`config.mk`:
```
export PLATFORM = sky130hd
export DESIGN_NAME = filter_sample_tx
export DESIGN_NICKNAME = d
export VERILOG_FILES = /design/src/rtl/filter_sample_tx_pkg.sv /design/src/rtl/filter_sample_tx_sync_fifo.sv /design/src/rtl/filter_sample_tx.sv
export SDC_FILE = /design/constraint.sdc
export NUM_CORES = 1
export LEC_CHECK = 0
export CORE_MARGIN = 10
export CORE_UTILIZATION = 30
export CTS_BUF_LIST = sky130_fd_sc_hd__clkbuf_4 sky130_fd_sc_hd__clkbuf_8
export CTS_CLUSTER_SIZE = 16
export DETAILED_ROUTE_END_ITERATION = 8
export GPL_TIMING_DRIVEN = 0
export SLEW_MARGIN = 20
export SYNTH_ARGS = -nofsm -noshare
export SYNTH_HDL_FRONTEND = slang
export SYNTH_SLANG_ARGS = --single-unit
```
`constraint.sdc`:
```
create_clock -name i_clk -period 3.08 [get_ports i_clk]
set_clock_uncertainty 0.1 [all_clocks]
set_input_delay 0.308 -clock i_clk [delete_from_list [all_inputs] [get_ports i_clk]]
set_output_delay 0.308 -clock i_clk [all_outputs]
set_load 0.02 [all_outputs]
```
`src/rtl/filter_sample_tx_pkg.sv`:
```
// rtl/filter_sample_tx_pkg.sv - shared types and constants for the filter sample transmitter
package filter_sample_tx_pkg;

   localparam int FILT_W = 4;

   typedef enum logic [1:0] {
      TX_IDLE = 2'd0,
      TX_SEND = 2'd1,
      TX_WAIT = 2'd2
   } tx_state_t;

endpackage

```
`src/rtl/filter_sample_tx_sync_fifo.sv`:
```
// rtl/filter_sample_tx_sync_fifo.sv - synchronous FIFO with wrapping pointers and occupancy level
module filter_sample_tx_sync_fifo
   import filter_sample_tx_pkg::*;
#(
   parameter int W     = FILT_W,
   parameter int DEPTH = 4
) (
   input  logic                     i_clk,
   input  logic                     i_rst,
   input  logic                     i_push,
   input  logic [W-1:0]             i_data,
   input  logic                     i_pop,
   output logic [W-1:0]             o_data,
   output logic                     o_full,
   output logic                     o_empty,
   output logic [$clog2(DEPTH):0]   o_level
);

   localparam int AW = $clog2(DEPTH);
   localparam int LW = AW + 1;

   logic [W-1:0]  r_mem [DEPTH];
   logic [AW-1:0] r_wr_ptr;
   logic [AW-1:0] r_rd_ptr;
   logic [LW-1:0] r_count;
   logic          w_wr_en;
   logic          w_rd_en;

   assign w_wr_en = i_push && !o_full;
   assign w_rd_en = i_pop && !o_empty;

   // Storage carries no reset; only the pointers and count define validity.
   always_ff @(posedge i_clk) begin
      if (w_wr_en) begin
         r_mem[r_wr_ptr] <= i_data;
      end
   end

   always_ff @(posedge i_clk or negedge i_rst) begin
      if (!i_rst) begin
         r_wr_ptr <= '0;
         r_rd_ptr <= '0;
         r_count  <= '0;
      end else begin
         if (w_wr_en) begin
            r_wr_ptr <= r_wr_ptr + AW'(1);
         end
         if (w_rd_en) begin
            r_rd_ptr <= r_rd_ptr + AW'(1);
         end
         case ({w_wr_en, w_rd_en})
            2'b10:   r_count <= r_count + LW'(1);
            2'b01:   r_count <= r_count - LW'(1);
            default: r_count <= r_count;
         endcase
      end
   end

   assign o_full  = (r_count == LW'(DEPTH));
   assign o_empty = (r_count == '0);
   assign o_data  = r_mem[r_rd_ptr];
   assign o_level = r_count;

endmodule

```
`src/rtl/filter_sample_tx.sv`:
```
// rtl/filter_sample_tx.sv - paced one-cycle strobe transmitter of queued samples into the filters
module filter_sample_tx
   import filter_sample_tx_pkg::*;
#(
   parameter int W     = FILT_W,
   parameter int DEPTH = 4,
   parameter int GAP   = 0
) (
   input  logic                     i_clk,
   input  logic                     i_rst,
   input  logic                     i_in_valid,
   output logic                     o_in_ready,
   input  logic [W-1:0]             i_in_data,
   input  logic                     i_pause,
   output logic [W-1:0]             o_x,
   output logic                     o_x_is_valid,
   output logic                     o_busy,
   output logic [$clog2(DEPTH):0]   o_level
);

   localparam int CW = (GAP > 1) ? $clog2(GAP) : 1;
   localparam logic [CW-1:0] GAP_LOAD = (GAP > 0) ? CW'(GAP - 1) : '0;

   tx_state_t     r_state;
   tx_state_t     w_next_state;
   logic [CW-1:0] r_cnt;
   logic [W-1:0]  r_x;
   logic          r_x_is_valid;

   logic          w_full;
   logic          w_empty;
   logic [W-1:0]  w_head;
   logic          w_push;
   logic          w_pop;
   logic          w_can_pop;
   logic          w_gap_done;

   assign w_push     = i_in_valid && !w_full;
   assign w_can_pop  = !w_empty && !i_pause;
   assign w_gap_done = (r_cnt == '0);

   filter_sample_tx_sync_fifo #(
      .W     (W),
      .DEPTH (DEPTH)
   ) u_fifo (
      .i_clk   (i_clk),
      .i_rst   (i_rst),
      .i_push  (w_push),
      .i_data  (i_in_data),
      .i_pop   (w_pop),
      .o_data  (w_head),
      .o_full  (w_full),
      .o_empty (w_empty),
      .o_level (o_level)
   );

   always_ff @(posedge i_clk or negedge i_rst) begin
      if (!i_rst) begin
         r_state <= TX_IDLE;
      end else begin
         r_state <= w_next_state;
      end
   end

   // The last WAIT cycle may pop directly so throughput stays at one per GAP+1 cycles.
   always_comb begin
      w_next_state = r_state;
      case (r_state)
         TX_IDLE: begin
            if (w_can_pop) begin
               w_next_state = TX_SEND;
            end
         end
         TX_SEND: begin
            if (GAP == 0) begin
               w_next_state = w_can_pop ? TX_SEND : TX_IDLE;
            end else begin
               w_next_state = TX_WAIT;
            end
         end
         TX_WAIT: begin
            if (w_gap_done) begin
               w_next_state = w_can_pop ? TX_SEND : TX_IDLE;
            end
         end
         default: w_next_state = TX_IDLE;
      endcase
   end

   always_comb begin
      w_pop = 1'b0;
      case (r_state)
         TX_IDLE: w_pop = w_can_pop;
         TX_SEND: w_pop = (GAP == 0) && w_can_pop;
         TX_WAIT: w_pop = w_gap_done && w_can_pop;
         default: w_pop = 1'b0;
      endcase
   end

   always_ff @(posedge i_clk or negedge i_rst) begin
      if (!i_rst) begin
         r_cnt <= '0;
      end else if (r_state == TX_SEND) begin
         r_cnt <= GAP_LOAD;
      end else if (r_state == TX_WAIT && !w_gap_done) begin
         r_cnt <= r_cnt - CW'(1);
      end
   end

   always_ff @(posedge i_clk or negedge i_rst) begin
      if (!i_rst) begin
         r_x          <= '0;
         r_x_is_valid <= 1'b0;
      end else begin
         r_x_is_valid <= w_pop;
         if (w_pop) begin
            r_x <= w_head;
         end
      end
   end

   assign o_x          = r_x;
   assign o_x_is_valid = r_x_is_valid;
   assign o_in_ready   = !w_full;
   assign o_busy       = !w_empty || (r_state != TX_IDLE);

endmodule

```
Run 1, signal wires by layer:
Drawn at 4 px/um.
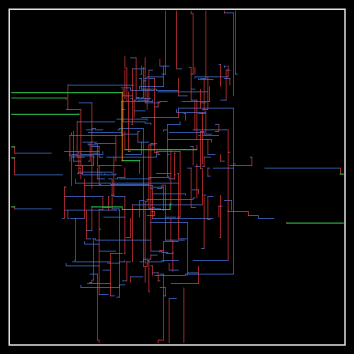
legend:
  M2:
    color: red
    wire_length: 1130 um
  M1:
    color: blue
    wire_length: 848 um
  M3:
    color: green
    wire_length: 119 um
  M4:
    color: orange
    wire_length: 17.0 um
GRT Overall Usage: 0.0673
DR WL/cell: 14.6 um

Run 1, register map, names as in the netlist:
Drawn at 6 px/um. Other sequential cells in the stronger gray, the rest of the logic in the fainter gray.
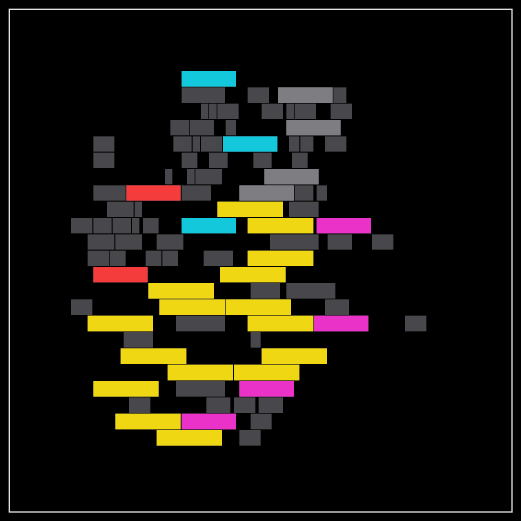
legend:
  u_fifo.r_wr_ptr:
    color: red
    flops: 2
  u_fifo.o_level:
    color: cyan
    flops: 3
  u_fifo.r_mem:
    color: yellow
    flops: 16
  o_x:
    color: magenta
    flops: 4
area taken by flip-flops and latches: 806 um^2
fraction of standard cell area that is sequential: 0.527
final cell utilization of the core: 0.388
power of the sequential group: 0.615 mW

==> Changelog: implementation, run 1 <==
### Metrics

- Result of the run: finished, final reports clean
- Peak fanout along the critical path: 6
- CP Capture Type: flip-flop
- Maximum single-stage delay on the critical path: 430 ps
- Worst Setup Slack post-DPL: 589 ps
- Tally of OpenROAD warnings: 29
- Clock-pin transition on the worst setup and hold timing paths: 60 ps
- Synthesis Warnings: 0
- Synthesized Nets: 84
- CTS tree: yes
- Highest-count cells in the layout ignoring fill and taps: 17 x sky130_fd_sc_hd__clkdlybuf4s50_1, 16 x sky130_fd_sc_hd__edfxtp_1, 13 x sky130_fd_sc_hd__dfrtp_1
- Unrepaired setup endpoints after global routing: no
- Detailed-routing iteration count for the pre-antenna-repair pass: 4
- Half-perimeter wire length after placement: 1.60 mm
- Number of setup violations in the final report: 0
- Setup WS post-layout: 758 ps
- CTS Hold Bufs: 0
- Antenna violations before repair: 0
- Final net count: between 100 and 150
- Summed area of non-filler cells in the final layout: 0.00153 mm^2
- FP Util: 0.307
- Leakage power of the design: between 0.6 and 0.7 nW
- Worst slew margin relative to its limit: 0.551
- Skew-Pair Late Insertion Delay: 270 ps
- Number of antenna diodes: 0
- Area growth syn-to-layout: 26.3%
- Power per cell area: roughly 980 mW/mm^2
- Maximum frequency from static timing analysis: 431 MHz
- Maximum number of pins on one net before global-route repair: 14
- Horizontal die dimension: 83.5 um
- Count of port buffers added during placement: 17
- Clock tree root buffer cell: sky130_fd_sc_hd__clkbuf_8
- Summed negative setup slack over all endpoints: 0 ps
- Total via count in the routed design: between 600 and 700
- Most common flop cell mapped by yosys: sky130_fd_sc_hd__edfxtp_1
- Endpoints failing hold: 0
- CTS Sinks: 29
- IO Pins: 18
- Most common library cell in the layout ignoring fill and taps: sky130_fd_sc_hd__clkdlybuf4s50_1
- IR drop worst, VDD: just under 0.4 mV
- Via count of the first global-routing pass: 763
- Synth async-reset ratio: 0.448
- Cell class contributing the biggest share of worst-path delay: simple AND/OR/NAND/NOR gates
- Met2 layer wire length in the routed design: 1.13 mm
- Synthesized area: around 0.0012 mm^2
- Post-route DRC: 0
- Avg Vias per Cell: between 4 and 5
- CP bufs+invs: 2
- Uppermost layer routed: met4
- Filler-free cell count of the finished design: between 100 and 150
- Detailed-route wire length on metal 1: 848 um
Run 1, congestion heat map:
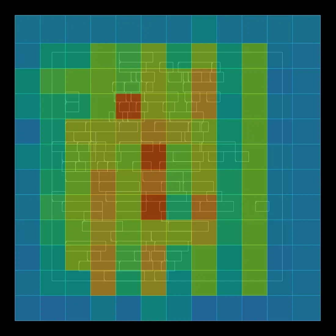
global-route met2 utilization: 0.117
GRT met3 Usage: 0.0313
met1 track demand over resource in global routing: 0.0677
GR peak layer: met2

[run 1: metal layers]
| layer | vias to the layer above | global-route usage |
|---|---|---|
| li1 | 294 | - |
| met1 | 315 | 0.0677 |
| met2 | 13 | 0.117 |
| met3 | 2 | 0.0313 |
| met4 | 0 | 0.0274 |
| met5 | - | 0 |
[run 1: synth_stat cells, types with 2 or more instances]
master	instances	area [um^2]
sky130_fd_sc_hd__nor2_1	2	7.51
sky130_fd_sc_hd__ha_1	5	62.6
sky130_fd_sc_hd__inv_1	6	22.5
sky130_fd_sc_hd__xor2_1	4	35.0
sky130_fd_sc_hd__xnor2_1	2	17.5
sky130_fd_sc_hd__edfxtp_1	16	480
sky130_fd_sc_hd__dfrtp_1	13	325
sky130_fd_sc_hd__mux2_2	4	45.0
sky130_fd_sc_hd__mux4_2	4	90.1
sky130_fd_sc_hd__and3_2	4	30.0
[run 1: registers in the layout, summed over array words and instances, names as in the netlist]
register / cells
o_x: 4
o_x_is_valid: 1
r_state: 1
u_fifo.o_level: 3
u_fifo.r_mem: 16
u_fifo.r_rd_ptr: 2
u_fifo.r_wr_ptr: 2
[run 1: layout make-up]
type                       count  area share
clock buffer                   5      0.0450
buffer                         1     0.00327
clock inverter                 3      0.0114
sequential                    29       0.527
inverter                       6      0.0147
tap                           50      0.0409
timing repair buffer          17       0.111
multi-input combinational     34       0.247
[run 1: cells by family (layout without fill, tap and decap cells)]
kind of cell / after synthesis / in the layout / synth area share
xor+xnor: 6 / 6 / 0.0434
fa+ha+maj: 6 / 6 / 0.0682
buf+inv: 7 / 32 / 0.0227
flops: 29 / 29 / 0.665
mux: 10 / 10 / 0.132
simple gates: 12 / 12 / 0.0682
[run 1: report_power, final]
part | switching [mW] | total, mW | internal, mW
sequential | 0.0728 | 0.615 | 0.542
combinational | 0.274 | 0.582 | 0.309
clock | 0.140 | 0.296 | 0.155
total | 0.487 | 1.49 | 1.01
[run 1: final timing paths]
check / end / start / cells after the start / slack (ps)
min in group i_clk: o_x[1]$_DFFE_PN0P_ / o_x[1]$_DFFE_PN0P_ / 1 / 400
worst min register to register: o_x[1]$_DFFE_PN0P_ / o_x[1]$_DFFE_PN0P_ / 1 / 400
max in group asynchronous: u_fifo.o_level[1]$_DFFE_PN0P_ / i_rst / 1 / 2110
worst max-delay path: u_fifo.o_level[2]$_DFFE_PN0P_ / u_fifo.o_level[0]$_DFFE_PN0P_ / 9 / 760
worst min-delay path: u_fifo.r_wr_ptr[0]$_DFFE_PN0P_ / i_rst / 1 / 340
worst max register to register: u_fifo.o_level[2]$_DFFE_PN0P_ / u_fifo.o_level[0]$_DFFE_PN0P_ / 9 / 760
==> inputs of run 2 (changes only) <==
clock period = 2.2 ns   (was 3.08 ns; I/O delays follow)
==> run 2 against run 1 <==
  * First-iteration DRC count up 26%
  * Die area unchanged
  * Clock power is 35% higher
  * Synthesized cell count unchanged
  * Combinational power increased by 59%
  * Utilization is 1.8 points higher
  * Worst hold slack got worse by 110 ps
  * Routed wire length up 4.0%
  * Register-to-register slack got worse by 750 ps
  * Sequential power up 42%
  * Total power up 47%
  * Critical endpoint unchanged
==> Changelog: implementation, run 2 <==
### Metrics

- Leakage power of the design: 0.636 nW (+5.1%)
- Horizontal die dimension: 83.5 um (unchanged)
- Number of setup violations in the final report: 0 (unchanged)
- Endpoints failing hold: 0 (unchanged)
- Flop and latch count out of synthesis: 29
- Power per cell area: 1370 mW/mm^2 (+40%)
- Avg Vias per Cell: 4.39 (+2.1%)
- Maximum single-stage delay on the critical path: 430 ps (about the same)
- Most common flop cell mapped by yosys: sky130_fd_sc_hd__edfxtp_1
- Peak fanout along the critical path: 4 (-2)
- Number of distinct library cells after synthesis: 20
- Half-perimeter wire length after placement: 1.61 mm (+0.24%)
- Setup WS post-layout: 11.1 ps (-747 ps)
- CTS Hold Bufs: 0 (unchanged)
- CTS Sinks: 29 (unchanged)
- Register containing the most flip-flops in the final layout: u_fifo.r_mem
- Number of antenna diodes: 0 (unchanged)
- Via count of the first global-routing pass: 744 (-2.5%)
- FP Util: 0.307 (unchanged)
- Worst Setup Slack post-DPL: -171 ps (-759 ps)
- Leading post-synthesis cells by instance count: 16 x sky130_fd_sc_hd__edfxtp_1, 13 x sky130_fd_sc_hd__dfrtp_1, 6 x sky130_fd_sc_hd__inv_1
- Maximum number of pins on one net before global-route repair: 14 (unchanged)
- Area growth syn-to-layout: 32.3%
- Maximum frequency from static timing analysis: 457 MHz (+6.1%)
- Clock tree root buffer cell: sky130_fd_sc_hd__clkbuf_8
- CP Capture Type: flip-flop
- Area taken by flip-flops and latches: 808 um^2 (+0.31%)
- IO Pins: 18 (unchanged)
- Detailed-routing iteration count for the pre-antenna-repair pass: 4 (unchanged)
- Highest-count cells in the layout ignoring fill and taps: 17 x sky130_fd_sc_hd__clkdlybuf4s50_1, 16 x sky130_fd_sc_hd__edfxtp_1, 11 x sky130_fd_sc_hd__dfrtp_1
- Synthesized area: 0.00121 mm^2 (unchanged)
- Class of the worst hold path: in -> async
- Final net count: 115 (+6.5%)
- IR drop worst, VDD: 0.631 mV (+59%)
- Clock-pin transition on the worst setup and hold timing paths: 60 ps (about the same)
- Top-area cell type share of the netlist area: 0.397 (unchanged)
- Post-synthesis cell type with the largest combined area: sky130_fd_sc_hd__edfxtp_1
- Antenna violations before repair: 0 (unchanged)
- Post-route DRC: 0 (unchanged)
- Synthesized Nets: 84 (unchanged)
- Top cells by area: sky130_fd_sc_hd__edfxtp_1 40%, sky130_fd_sc_hd__dfrtp_1 27%, sky130_fd_sc_hd__mux4_2 7.4%
- Synthesis Warnings: 0 (unchanged)
- Result of the run: finished, final reports clean
- Unrepaired setup endpoints after global routing: yes
- Count of port buffers added during placement: 17 (unchanged)
- Instance tally after logic synthesis: roughly 70
- Cell class contributing the biggest share of worst-path delay: simple AND/OR/NAND/NOR gates
- Worst setup path class: reg -> reg
- CP bufs+invs: 2 (unchanged)
- Post-synthesis area per instance: 17.3 um^2
- Tally of OpenROAD warnings: 31 (+6.9%)
- Final cell utilization of the core: 0.407 (+0.0184)
- Worst slew margin relative to its limit: 0.588 (+0.0369)
- Total via count in the routed design: 668 (+7.1%)
- CTS tree: yes
[run 2: cell types whose count changed in the layout (fill, tap and decap cells not counted), sizes merged]
cell	previous run	this run
buf	1	8
clkinv	2	3
clkinvlp	1	0
[run 2: stage by stage]
step	cells	cell area, um^2	setup TNS, ps
finish	152	1600	0
global route	152	1600	-70.8
CTS	151	1580	0
floorplan	70	1220	-58.0
global placement	137	1450	-152
detailed placement	137	1450	-207
[run 2: worst paths after layout]
kind / end / cells after the start / slack (ps) / from
min in group i_clk: u_fifo.o_level[2]$_DFFE_PN0P_ / 1 / 400 / u_fifo.o_level[2]$_DFFE_PN0P_
max: u_fifo.o_level[2]$_DFFE_PN0P_ / 9 / 10 / u_fifo.o_level[0]$_DFFE_PN0P_
min reg2reg: u_fifo.o_level[2]$_DFFE_PN0P_ / 1 / 400 / u_fifo.o_level[2]$_DFFE_PN0P_
max in group asynchronous: u_fifo.o_level[0]$_DFFE_PN0P_ / 1 / 1330 / i_rst
min: u_fifo.r_wr_ptr[0]$_DFFE_PN0P_ / 1 / 230 / i_rst
max reg2reg: u_fifo.o_level[2]$_DFFE_PN0P_ / 9 / 10 / u_fifo.o_level[0]$_DFFE_PN0P_
[run 2: area by class of cell]
cell class              instances  share of cell area
clock buffers                   5              0.0429
clock inverters                 3             0.00781
multi-input cells              34               0.248
inverters                       6              0.0156
flip-flops and latches         29               0.504
repair buffers                 24               0.139
plain buffers                   1             0.00312
well taps                      50              0.0390
[run 2: cells by family after synthesis]
kind of cell               after synthesis  synth area share
adders and majority gates                6            0.0682
xor gates and xnor gates                 6            0.0434
and+or+nand+nor                         12            0.0682
buffers and inverters                    7            0.0227
muxes                                   10             0.132
DFF                                     29             0.665
[run 2: power breakdown]
group	leakage [nW]	total [mW]	switching [mW]	internal (mW)
clock	0.0430	0.399	0.187	0.212
sequential	0.297	0.871	0.108	0.764
combinational	0.296	0.925	0.412	0.513
[run 2: timing repair]
item | 4_1_cts | 5_1_grt
setup buffers | 6 | 1
pin swaps | 2 | 4
endpoints found under the setup margin | 1 | 3
gates resized | 0 | 5
[run 2: metal layers]
metal / GRT usage / share of wire / wire length (um)
met3: 0.0313 / 0.042 / 92
met5: 0 / 0 / 0
met1: 0.0694 / 0.41 / 900
met2: 0.114 / 0.53 / 1170
met4: 0.0365 / 0.015 / 34
[run 2: worst register-to-register path: cells and delay by family (launching register included)]
kind / cells / cell delay, ps
and+or+nand+nor: 3 / 690
DFF: 1 / 430
adders and majority gates: 2 / 510
xor gates and xnor gates: 2 / 290
buffers and inverters: 2 / 90
Run 2, logic cells by family:
Drawn at 4 px/um.
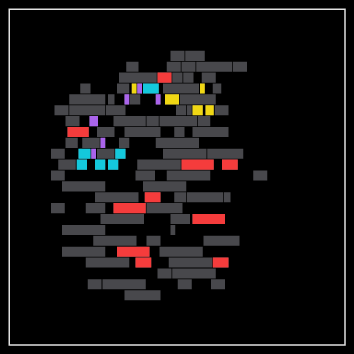
legend:
  inv cells:
    color: purple
    cells: 6
    most_used: inv_1
  nor cells:
    color: yellow
    cells: 5
    most_used: nor2_1
    where: north
  and/or cells:
    color: cyan
    cells: 6
    most_used: and3_2
  mux cells:
    color: red
    cells: 10
multi-input logic portion of the cell area: 0.248
filler-free cell count of the finished design: 152
most common library cell in the layout ignoring fill and taps: sky130_fd_sc_hd__clkdlybuf4s50_1

Run 2, routed clock nets over the placement:
Drawn at 3 px/um.
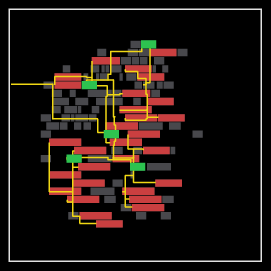
legend:
  flip-flops:
    color: red
    count: 29
  clock-net drivers:
    color: green
    count: 5
  clock wires:
    color: yellow
    length: 370 um
routed clock nets: 6
Skew-Pair Late Insertion Delay: 270 ps
power consumed by the clock network: 0.399 mW

Run 2, congestion heat map:
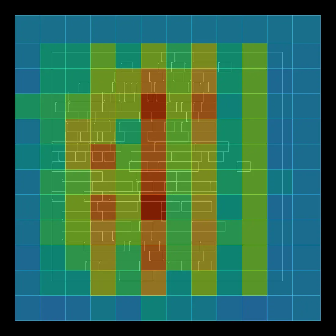
global-route met2 utilization: 0.114
met1 track demand over resource in global routing: 0.0694
DR WL/cell: 14.4 um
GRT Overall Usage: 0.0683

==> inputs of run 3 (changes only) <==
CORE_UTILIZATION = 50   (was 30)
PLACE_DENSITY = 0.75   (was not set)
==> run 3 against run 2 <==
  * Synthesized cell count is the same
  * Sequential share of layout area grew 2.0 points
  * Die area shrank 31%
  * Sequential cell count is the same
  * Global-route usage grew 2.6 points
  * Utilization grew 28 points
  * Worst setup slack gained 46 ps
  * Register-to-register slack gained 50 ps
  * Final area shrank 3.8%
  * Total power shrank 3.9%
  * First-iteration DRC count shrank 24%
  * Non-clock buffer count shrank 2
==> Changelog: implementation, run 3 <==
### Metrics

- FF-to-FF Start: u_fifo.o_level[0]$_DFFE_PN0P_
- IR drop worst, VDD: 0.882 mV (+40%)
- Post-route DRC: 0 (unchanged)
- Synthesized area: 0.00121 mm^2 (unchanged)
- Maximum number of pins on one net before global-route repair: 14 (unchanged)
- Synthesis Warnings: 0 (unchanged)
- Detailed-routing iteration count for the pre-antenna-repair pass: 4 (unchanged)
- Leading post-synthesis cells by instance count: 16 x sky130_fd_sc_hd__edfxtp_1, 13 x sky130_fd_sc_hd__dfrtp_1, 6 x sky130_fd_sc_hd__inv_1
- Sequential share of power: 0.413 (+0.016)
- CTS tree: yes
- Result of the run: finished, final reports clean
- Number of distinct library cells after synthesis: 20 (unchanged)
- Cell class contributing the biggest share of worst-path delay: simple AND/OR/NAND/NOR gates
- IO Pins: 18 (unchanged)
- Maximum buffer depth of the clock tree: 2
- Skew-Pair Late Insertion Delay: 320 ps (+50 ps)
- R2R depth: 9 (unchanged)
- Switching fraction of total power: 0.326 (+0.00378)
- Final net count: 113 (-1.7%)
- Via count of the first global-routing pass: 707 (-5.0%)
- CTS Hold Bufs: 0 (unchanged)
- Clock tree root buffer cell: sky130_fd_sc_hd__clkbuf_4
- Class of the worst hold path: in -> async
- Post-synthesis cell type with the largest combined area: sky130_fd_sc_hd__edfxtp_1
- Filler-free cell count of the finished design: 128 (-16%)
- Comb power frac: 0.430 (+0.009)
- Worst setup path class: reg -> reg
- Avg Vias per Cell: 5.09 (+16%)
- Clock-pin transition on the worst setup and hold timing paths: 90 ps (+30 ps)
- Area growth syn-to-layout: 27.3%
- Synthesized Nets: 84 (unchanged)
- CP bufs+invs: 2 (unchanged)
- Register containing the most flip-flops in the final layout: u_fifo.r_mem
- Top cells by area: sky130_fd_sc_hd__edfxtp_1 40%, sky130_fd_sc_hd__dfrtp_1 27%, sky130_fd_sc_hd__mux4_2 7.4%
- Maximum single-stage delay on the critical path: 430 ps (about the same)
- Endpoints failing hold: 0 (unchanged)
- CP Capture Type: flip-flop
- Antenna violations before repair: 0 (unchanged)
- Number of setup violations in the final report: 0 (unchanged)
- Worst slew margin relative to its limit: 0.563 (-0.0252)
- CTS Sinks: 29 (unchanged)
- Post-synthesis area per instance: 17.3 um^2 (unchanged)
- Most common flop cell mapped by yosys: sky130_fd_sc_hd__edfxtp_1
- Instance tally after logic synthesis: 70 (unchanged)
- Leakage power of the design: 0.622 nW (-2.3%)
- Maximum frequency from static timing analysis: 467 MHz (+2.2%)
- Clock network fraction of design power: 0.157 (-0.025)
- FP Util: 0.537 (+0.230)
- Peak fanout along the critical path: 4 (unchanged)
- Post-synth tally of flip-flops with integrated enable: 16
- Slack of the worst reg-to-reg path: 60 ps (+50 ps)
- Tally of OpenROAD warnings: 31 (unchanged)
- Highest-count cells in the layout ignoring fill and taps: 16 x sky130_fd_sc_hd__clkdlybuf4s50_1, 16 x sky130_fd_sc_hd__edfxtp_1, 11 x sky130_fd_sc_hd__dfrtp_1
[run 3: power groups by stage]
stage / combinational [mW] / sequential, mW / clock [mW]
5_1_grt: 1.00 / 0.895 / 0.371
3_5_place_dp: 0.841 / 0.887 / 0
2_1_floorplan: 0.465 / 0.946 / 0
4_1_cts: 0.875 / 0.870 / 0.339
3_3_place_gp: 0.819 / 0.874 / 0
6_report: 0.907 / 0.871 / 0.332
[run 3: layer usage]
metal | up-vias | wire length [um] | GRT usage
met5 | - | 0 | 0
met4 | 0 | 35 | 0.0399
met3 | 5 | 136 | 0.0542
met2 | 16 | 1030 | 0.152
met1 | 322 | 865 | 0.0985
li1 | 308 | - | -
[run 3: repair_timing]
item / CTS / global route
setup buffers: 2 / 3
gates resized: 0 / 6
setup endpoints to repair: 1 / 4
pin swaps: 2 / 3
[run 3: per-stage QoR]
stage | worst slack (ps) | total power, mW | hold WS, ps | area (um^2) | TNS (ps)
2_1_floorplan | -58.0 | 1.41 | -176 | 1220 | -58.0
3_3_place_gp | -104 | 1.69 | 382 | 1420 | -104
3_5_place_dp | -112 | 1.73 | 388 | 1420 | -112
4_1_cts | 6.21 | 2.08 | 196 | 1500 | 0
5_1_grt | -45.3 | 2.27 | 214 | 1540 | -45.3
6_report | 57.6 | 2.11 | 193 | 1540 | 0
[run 3: area by class of cell]
cell class	count	area (um^2)	share of cell area
plain buffers	1	5.00	0.00325
multi-input cells	34	398	0.258
flip-flops and latches	29	808	0.524
repair buffers	22	210	0.136
inverters	6	25.0	0.0162
well taps	28	35.0	0.0227
clock buffers	8	60.1	0.0390
[run 3: worst max-delay path by stage]
stage | startpoint | end | slack (ps) | cells past startpoint
after floorplan | u_fifo.o_level[0]$_DFFE_PN0P_ | u_fifo.o_level[2]$_DFFE_PN0P_ | -60 | 9
after global placement | i_pause | u_fifo.o_level[2]$_DFFE_PN0P_ | -100 | 8
final | u_fifo.o_level[0]$_DFFE_PN0P_ | u_fifo.o_level[2]$_DFFE_PN0P_ | 60 | 9
after CTS | u_fifo.o_level[1]$_DFFE_PN0P_ | u_fifo.o_level[2]$_DFFE_PN0P_ | 6 | 9
after global routing | u_fifo.o_level[0]$_DFFE_PN0P_ | u_fifo.o_level[2]$_DFFE_PN0P_ | -50 | 9
after detailed placement | i_pause | u_fifo.o_level[2]$_DFFE_PN0P_ | -110 | 8
[run 3: cell families after synthesis]
family        after synthesis  synth area share
flops                      29             0.665
simple gates               12            0.0682
mux                        10             0.132
buf+inv                     7            0.0227
xor+xnor                    6            0.0434
fa+ha+maj                   6            0.0682
Run 3, signal wires by layer:
Drawn at 6 px/um.
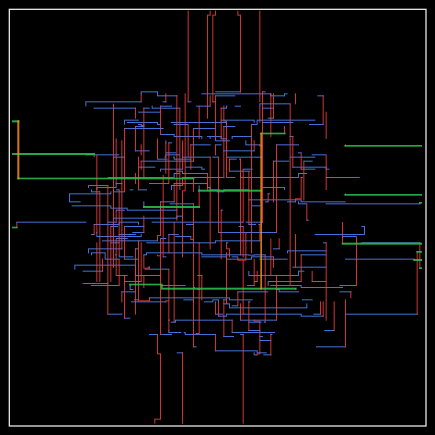
legend:
  M2:
    color: red
    wire_length: 1030 um
  M1:
    color: blue
    wire_length: 865 um
  M4:
    color: orange
    wire_length: 35.4 um
  M3:
    color: green
    wire_length: 137 um
GRT Overall Usage: 0.0947
final wirelength: 2.06 mm
total via count in the routed design: 651
DR WL/cell: 16.1 um

Run 3, congestion heat map:
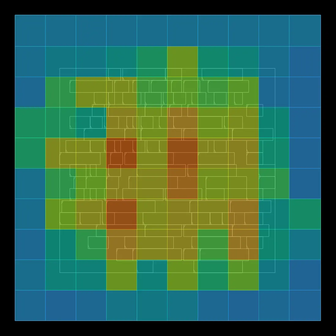
global-route met2 utilization: 0.152
GRT met3 Usage: 0.0542

Run 3, register map, names as in the netlist:
Drawn at 6 px/um. Other sequential cells in the stronger gray, the rest of the logic in the fainter gray.
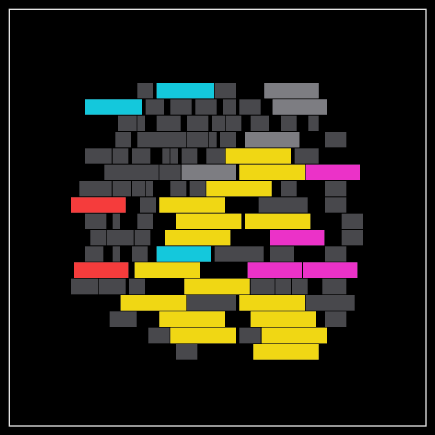
legend:
  o_x:
    color: magenta
    flops: 4
    where: east
  u_fifo.r_wr_ptr:
    color: red
    flops: 2
  u_fifo.r_mem:
    color: yellow
    flops: 16
  u_fifo.o_level:
    color: cyan
    flops: 3
not colored: 4
power of the sequential group: 0.871 mW
final cell utilization of the core: 0.684
fraction of standard cell area that is sequential: 0.524

Power and IR drop assume default switching activity.
